$ cat src/rtl/mips_pkg.sv
// Shared types and constants for the MIPS pipeline stages.
// Imported by the memory stage and its bus controller.
package mips_pkg;

    localparam int WORD_W          = 32;
    localparam int REG_ADDR_W      = 5;
    localparam int TIMEOUT_DEFAULT = 16;

    typedef enum logic {
        IDLE = 1'b0,
        BUSY = 1'b1
    } me_state_t;

endpackage

$ cat src/rtl/mem_bus_ctrl.sv
// Data-memory bus controller: IDLE/BUSY FSM, ack timeout counter,
// registered dm_* request signals and the sticky bus-error flag.
import mips_pkg::*;

module mem_bus_ctrl #(
    parameter int TIMEOUT = TIMEOUT_DEFAULT
) (
    input  logic              clock,
    input  logic              reset,
    input  logic              memRd,
    input  logic              memWr,
    input  logic [WORD_W-1:0] addr,
    input  logic [WORD_W-1:0] wrData,
    input  logic              ack,
    output logic              issue,
    output logic              done,
    output logic              abort,
    output logic              busy,
    output logic              misaligned,
    output logic              stall,
    output logic              busErr,
    output logic [WORD_W-1:0] dmAddr,
    output logic [WORD_W-1:0] dmWrData,
    output logic              dmWr,
    output logic              dmReq
);

    localparam int CNT_W = (TIMEOUT > 2) ? $clog2(TIMEOUT) : 1;
    localparam logic [CNT_W-1:0] LAST = CNT_W'(TIMEOUT - 1);

    me_state_t        state;
    me_state_t        nextState;
    logic [CNT_W-1:0] count;
    logic             memOp;
    logic             aligned;
    logic             atLast;

    assign memOp   = memRd | memWr;
    assign aligned = (addr[1:0] == 2'b00);
    assign atLast  = (count == LAST);
    assign busy    = (state == BUSY);

    always_ff @(posedge clock or negedge reset) begin
        if (!reset) begin
            state <= IDLE;
        end else begin
            state <= nextState;
        end
    end

    always_comb begin
        nextState  = state;
        issue      = 1'b0;
        done       = 1'b0;
        abort      = 1'b0;
        misaligned = 1'b0;
        unique case (state)
            IDLE: begin
                misaligned = memOp & ~aligned;
                if (memOp && aligned) begin
                    issue     = 1'b1;
                    nextState = BUSY;
                end
            end
            BUSY: begin
                if (ack) begin
                    done      = 1'b1;
                    nextState = IDLE;
                end else if (atLast) begin
                    abort     = 1'b1;
                    nextState = IDLE;
                end
            end
            default: nextState = IDLE;
        endcase
    end

    // Reset forces the stall low even while a held memory op sits at the input.
    assign stall = reset & (issue | (busy & ~done & ~abort));

    always_ff @(posedge clock or negedge reset) begin
        if (!reset) begin
            count    <= '0;
            dmAddr   <= '0;
            dmWrData <= '0;
            dmWr     <= 1'b0;
            dmReq    <= 1'b0;
            busErr   <= 1'b0;
        end else begin
            if (issue) begin
                count    <= '0;
                dmAddr   <= addr;
                dmWrData <= wrData;
                dmWr     <= memWr;
                dmReq    <= 1'b1;
            end else begin
                if (busy && !ack && !atLast) begin
                    count <= count + 1'b1;
                end
                if (done || abort) begin
                    dmReq <= 1'b0;
                end
            end
            if (abort) begin
                busErr <= 1'b1;
            end
        end
    end

endmodule

$ cat src/rtl/memory_stage.sv
// MEM stage: drives loads/stores onto the data bus and owns the
// MEM/WB register plus the writeback select mux.
import mips_pkg::*;

module memory_stage #(
    parameter int TIMEOUT = TIMEOUT_DEFAULT
) (
    input  logic                  clock,
    input  logic                  reset,
    input  logic                  ex_MemRd,
    input  logic                  ex_MemWr,
    input  logic [WORD_W-1:0]     ex_ALUOut,
    input  logic [WORD_W-1:0]     ex_OpB_pre,
    input  logic [REG_ADDR_W-1:0] ex_RegDest,
    input  logic                  ex_MemRegSel,
    input  logic                  ex_RegWriteSel,
    output logic [WORD_W-1:0]     dm_Addr,
    output logic [WORD_W-1:0]     dm_WrData,
    output logic                  dm_Wr,
    output logic                  dm_Req,
    input  logic                  dm_Ack,
    input  logic [WORD_W-1:0]     dm_RdData,
    output logic                  me_Stall,
    output logic [WORD_W-1:0]     me_Data,
    output logic [WORD_W-1:0]     wr_Data,
    output logic [REG_ADDR_W-1:0] me_RegDest,
    output logic                  me_RegWriteSel,
    output logic                  me_BusErr,
    output logic                  me_AlignErr
);

    logic issue;
    logic done;
    logic abort;
    logic busy;
    logic misaligned;

    mem_bus_ctrl #(
        .TIMEOUT(TIMEOUT)
    ) u_ctrl (
        .clock     (clock),
        .reset     (reset),
        .memRd     (ex_MemRd),
        .memWr     (ex_MemWr),
        .addr      (ex_ALUOut),
        .wrData    (ex_OpB_pre),
        .ack       (dm_Ack),
        .issue     (issue),
        .done      (done),
        .abort     (abort),
        .busy      (busy),
        .misaligned(misaligned),
        .stall     (me_Stall),
        .busErr    (me_BusErr),
        .dmAddr    (dm_Addr),
        .dmWrData  (dm_WrData),
        .dmWr      (dm_Wr),
        .dmReq     (dm_Req)
    );

    always_ff @(posedge clock or negedge reset) begin
        if (!reset) begin
            me_Data        <= '0;
            wr_Data        <= '0;
            me_RegDest     <= '0;
            me_RegWriteSel <= 1'b0;
            me_AlignErr    <= 1'b0;
        end else begin
            me_AlignErr <= misaligned;
            if (done) begin
                me_Data        <= dm_Addr;
                wr_Data        <= ex_MemRegSel ? dm_RdData : dm_Addr;
                me_RegDest     <= ex_RegDest;
                me_RegWriteSel <= ex_RegWriteSel;
            end else if (issue || misaligned || abort || busy) begin
                // Bubble: nothing retires through writeback this cycle.
                me_Data        <= '0;
                wr_Data        <= '0;
                me_RegDest     <= '0;
                me_RegWriteSel <= 1'b0;
            end else begin
                me_Data        <= ex_ALUOut;
                wr_Data        <= ex_ALUOut;
                me_RegDest     <= ex_RegDest;
                me_RegWriteSel <= ex_RegWriteSel;
            end
        end
    end

endmodule

$ cat config.mk
export PLATFORM = sky130hd
export DESIGN_NAME = memory_stage
export DESIGN_NICKNAME = d
export VERILOG_FILES = /design/src/rtl/mips_pkg.sv /design/src/rtl/mem_bus_ctrl.sv /design/src/rtl/memory_stage.sv
export SDC_FILE = /design/constraint.sdc
export NUM_CORES = 1
export LEC_CHECK = 0
export ABC_AREA = 1
export CAP_MARGIN = 20
export CORE_ASPECT_RATIO = 0.7
export CORE_MARGIN = 2
export CORE_UTILIZATION = 34
export DETAILED_ROUTE_END_ITERATION = 10
export PLACE_DENSITY = 0.67
export SETUP_SLACK_MARGIN = 0.4
export SLEW_MARGIN = 20
export SYNTH_ARGS = -nofsm -noshare
export SYNTH_HDL_FRONTEND = slang
export SYNTH_SLANG_ARGS = --single-unit
$ cat constraint.sdc
create_clock -name clock -period 2.9 [get_ports clock]
set_input_delay 0.725 -clock clock [delete_from_list [all_inputs] [get_ports clock]]
set_output_delay 0.725 -clock clock [all_outputs]
set_load 0.02 [all_outputs]
==> images/layers.png <==
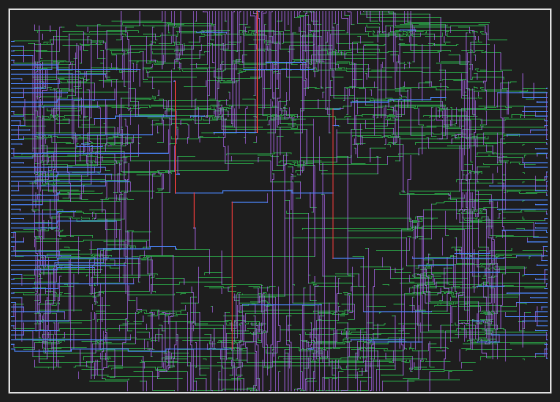
red -> M4  # wire length 165 um
green -> M1  # wire length 7920 um
purple -> M2  # wire length 7850 um
blue -> M3  # wire length 1570 um
Tot GR Track Use: 20.6%
Routed WL per cell: 15.9 um
Via Count: 5066

==> images/route_heat.png <==
32 x 22 tiles, from black (low) to pale yellow (high), scaled to the fullest tile. Values are wire area over tile area, all layers added.
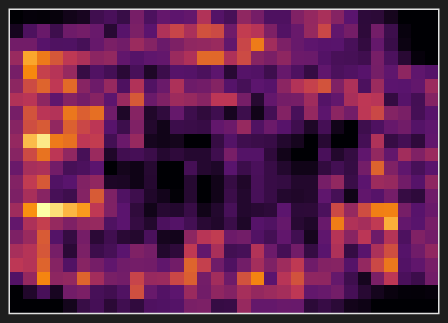
fullest tile = 0.57
emptiest ninth of the die = center
nearly empty tiles = 6.0%
mean over tiles = 0.16
tiles over half the peak = 11%
detailed-route wire length: 17500 um

==> images/class_map.png <==
Bar = 50 um. Fill, decap, tap and diode cells in gray.
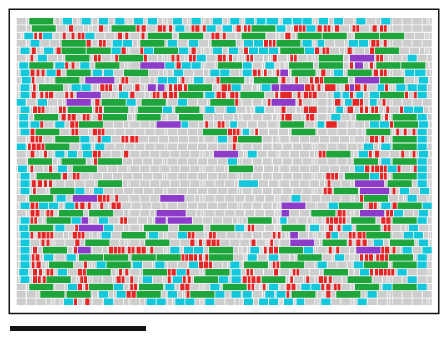
green -> registers  # cells 143, share of their area 41%
red -> remaining logic cells  # cells 440, share of their area 22%
purple -> clock drivers and dummy loads  # cells 32, share of their area 7.4%
cyan -> remaining buffers and delay cells  # cells 260, share of their area 30%
final core utilization: 55.1%
Design Area, Final: 8960 um^2
Placement Rows: 39

==> images/m1.png <==
Supply wires on this layer in gray.
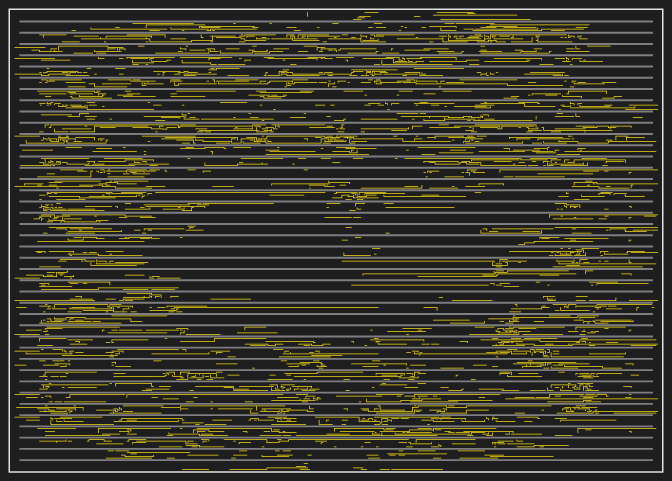
share of all routed wire = 45%
wire length on this layer = 7920 um
main direction = horizontal
met1 usage: 27.9%

==> images/placed.png <==
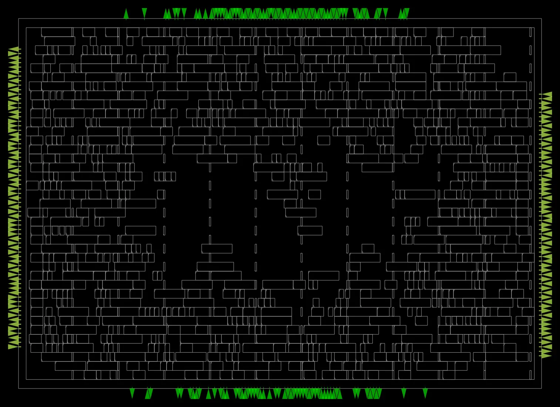
Seq area share: 40.0%
Tap Count: 225

==> flow_metrics.env <==
# flow metrics
export IMPL_worst_slew_pin_slew_ns=0.929
export IMPL_arrival_ns=1.70
export IMPL_status="completed"
export IMPL_syn_num_nets=728
export IMPL_min_from="u_ctrl.busErr$_DFFE_PN0P_"
export IMPL_crit_path_end="me_Stall"
export IMPL_switching_power_mw=1.89
export IMPL_p_clk_share_pct=37.3
export IMPL_hp_class="reg -> reg"
export IMPL_rsz0062_at_grt="false"
export IMPL_yosys_area_top_type="dfrtp_1"
export IMPL_grt_overflow=0
export IMPL_grt_max_degree=76
export IMPL_syn_to_final_growth_pct=59.4
export IMPL_warnings=26
export IMPL_swShare_pct=29.8
export IMPL_cts_buffers=17
export IMPL_syn_inst=619
export IMPL_place_area_um2=8310
export IMPL_gp_congestion=0.767
export IMPL_ant_nets=0
export IMPL_ff_type="dfrtp_1"
export IMPL_critPathLaunch="ex_MemRd"
export IMPL_timing_rr_end="u_ctrl.dmAddr[31]$_DFFE_PN0P_"
export IMPL_synth_area_top_cells="dfrtp_1, nand2_1, nand3_1"
export IMPL_crit_path_end_kind="output pin"
export IMPL_post_route_period_util_pct=83.5
export IMPL_antennaDiodeCount=0
export IMPL_period_needed_ns=2.42
export IMPL_leakage_nw=4.31
export IMPL_combPwrFrac_pct=24.1
export IMPL_die_area_um2=17600
export IMPL_path_max_fanout=3
export IMPL_die_w_um=158
export IMPL_yosys_cells=619
export IMPL_reg2reg_slack_ns=1.33
export IMPL_r2r_cells=5
export IMPL_reg2reg_from="u_ctrl.busy$_DFF_PN0_"
export IMPL_grt_pass1_wl_um=27500
export IMPL_startpoint_type="primary input"
export IMPL_h_tree_depth=4
export IMPL_maxSlewHeadroom_pct=38.1
export IMPL_timing_final_ws_setup_ns=0.479
export IMPL_io_buffers=246
export IMPL_drt_initial_drc_count=239
export IMPL_fin_nets=971
export IMPL_syn_avg_cell_area_um2=9.08
export IMPL_dp_hpwl_um=11400
export IMPL_slew_viol_final=0
export IMPL_coreArea_um2=16200
export IMPL_path_clk_slew_ns=0.06
export IMPL_ys_area_um2=5620
export IMPL_fin_tns_setup_ns=0
export IMPL_power_frac_seq_pct=38.6
export IMPL_n_fill_cell=1475
export IMPL_io_pins=247
export IMPL_antenna_found_initial=0
export IMPL_drc_errors=0
export IMPL_drive_gt1_share_pct=6.40
## cells by family after synthesis
group | synth area share, %
DFF | 63.7
adders and majority gates | 0.223
xor gates and xnor gates | 0.156
and+or+nand+nor | 25.7
buffers and inverters | 4.16
AOI/OAI and AO/OA | 6.03
## metrics by stage
stage | std cells | total power, mW
global placement | 1068 | 4.02
CTS | 1100 | 6.43
global route | 1100 | 6.67
finish | 1100 | 6.36
floorplan | 619 | 3.14
detailed placement | 1068 | 4.03
## metal layers
layer	vias to the layer above	wire, um	GRT usage (%)
met4	0	164	5.76
met5	-	0	0
met1	2404	7920	27.9
met2	183	7850	30.6
met3	14	1570	8.33
li1	2465	-	-
## power groups by stage
stage | Sequential (mW) | Combinational (mW) | Clock, mW
final | 2.45 | 1.53 | 2.37
after global routing | 2.49 | 1.65 | 2.53
after CTS | 2.45 | 1.55 | 2.43
after detailed placement | 2.48 | 1.54 | 0
after global placement | 2.48 | 1.53 | 0
after floorplan | 2.80 | 0.340 | 0
## cell usage in the layout, fill, tap and decap left out, types with 4 or more instances in the layout
cell and instances:
inv_1 14, o21ai_0 24, nand3_1 70, o21ai_1 41
bufinv_16 4, nand2_1 235, clkdlybuf4s50_1 242, nor2_1 40
dfrtp_1 143, buf_4 14, clkbuf_16 17
## worst max-delay path, cell delays in order
cell and delay (ns):
clkdlybuf4s50_1 0.47, nor2_2 0.07, nor2_4 0.09, nand2_2 0.06, a21boi_1 0.12, buf_4 0.16
## flip-flops by register name (all words and copies together), names as in the netlist
name and count:
u_ctrl.count 4, u_ctrl.busy 1, u_ctrl.dmAddr 32, u_ctrl.dmWr 1, u_ctrl.busErr 1, me_RegWriteSel 1, me_RegDest 5, u_ctrl.dmWrData 32
u_ctrl.dmReq 1, me_Data 32, me_AlignErr 1, wr_Data 32
## worst min path at each step
stage / endpoint / slack (ns) / depth (start not counted)
floorplan: me_AlignErr$_DFF_PN0_ / 0.43 / 0
global placement: u_ctrl.dmWrData[31]$_DFFE_PN0P_ / 0.45 / 2
detailed placement: u_ctrl.dmWrData[5]$_DFFE_PN0P_ / 0.46 / 2
CTS: u_ctrl.dmWrData[12]$_DFFE_PN0P_ / 0.47 / 2
global route: u_ctrl.dmWrData[18]$_DFFE_PN0P_ / 0.49 / 2
finish: u_ctrl.busErr$_DFFE_PN0P_ / 0.47 / 2
## cell type report
| class | instances | area [um^2] | share of cell area [%] |
|---|---|---|---|
| clock buffers | 18 | 439 | 4.90 |
| clock inverters | 14 | 204 | 2.28 |
| inverters | 17 | 63.8 | 0.712 |
| multi-input cells | 423 | 1810 | 20.2 |
| flip-flops and latches | 143 | 3580 | 40.0 |
| well taps | 225 | 282 | 3.14 |
| repair buffers | 260 | 2580 | 28.8 |
## synthesized netlist by cell type (2+ instances only)
master and n:
inv_2 3, nand3_1 70, nor2_4 2, nor2_1 41
nand4_1 2, buf_2 10, inv_1 14, nand2_1 235
o21ai_0 24, clkbuf_1 20, o21ai_1 41, buf_4 6
dfrtp_1 143
## timing repair
action	CTS	global route
resized	6	2
buffers inserted	0	0
pin swaps	0	1
endpoints found under the setup margin	1	1
Power figures rest on the tool's default switching activity, not on a simulated workload.
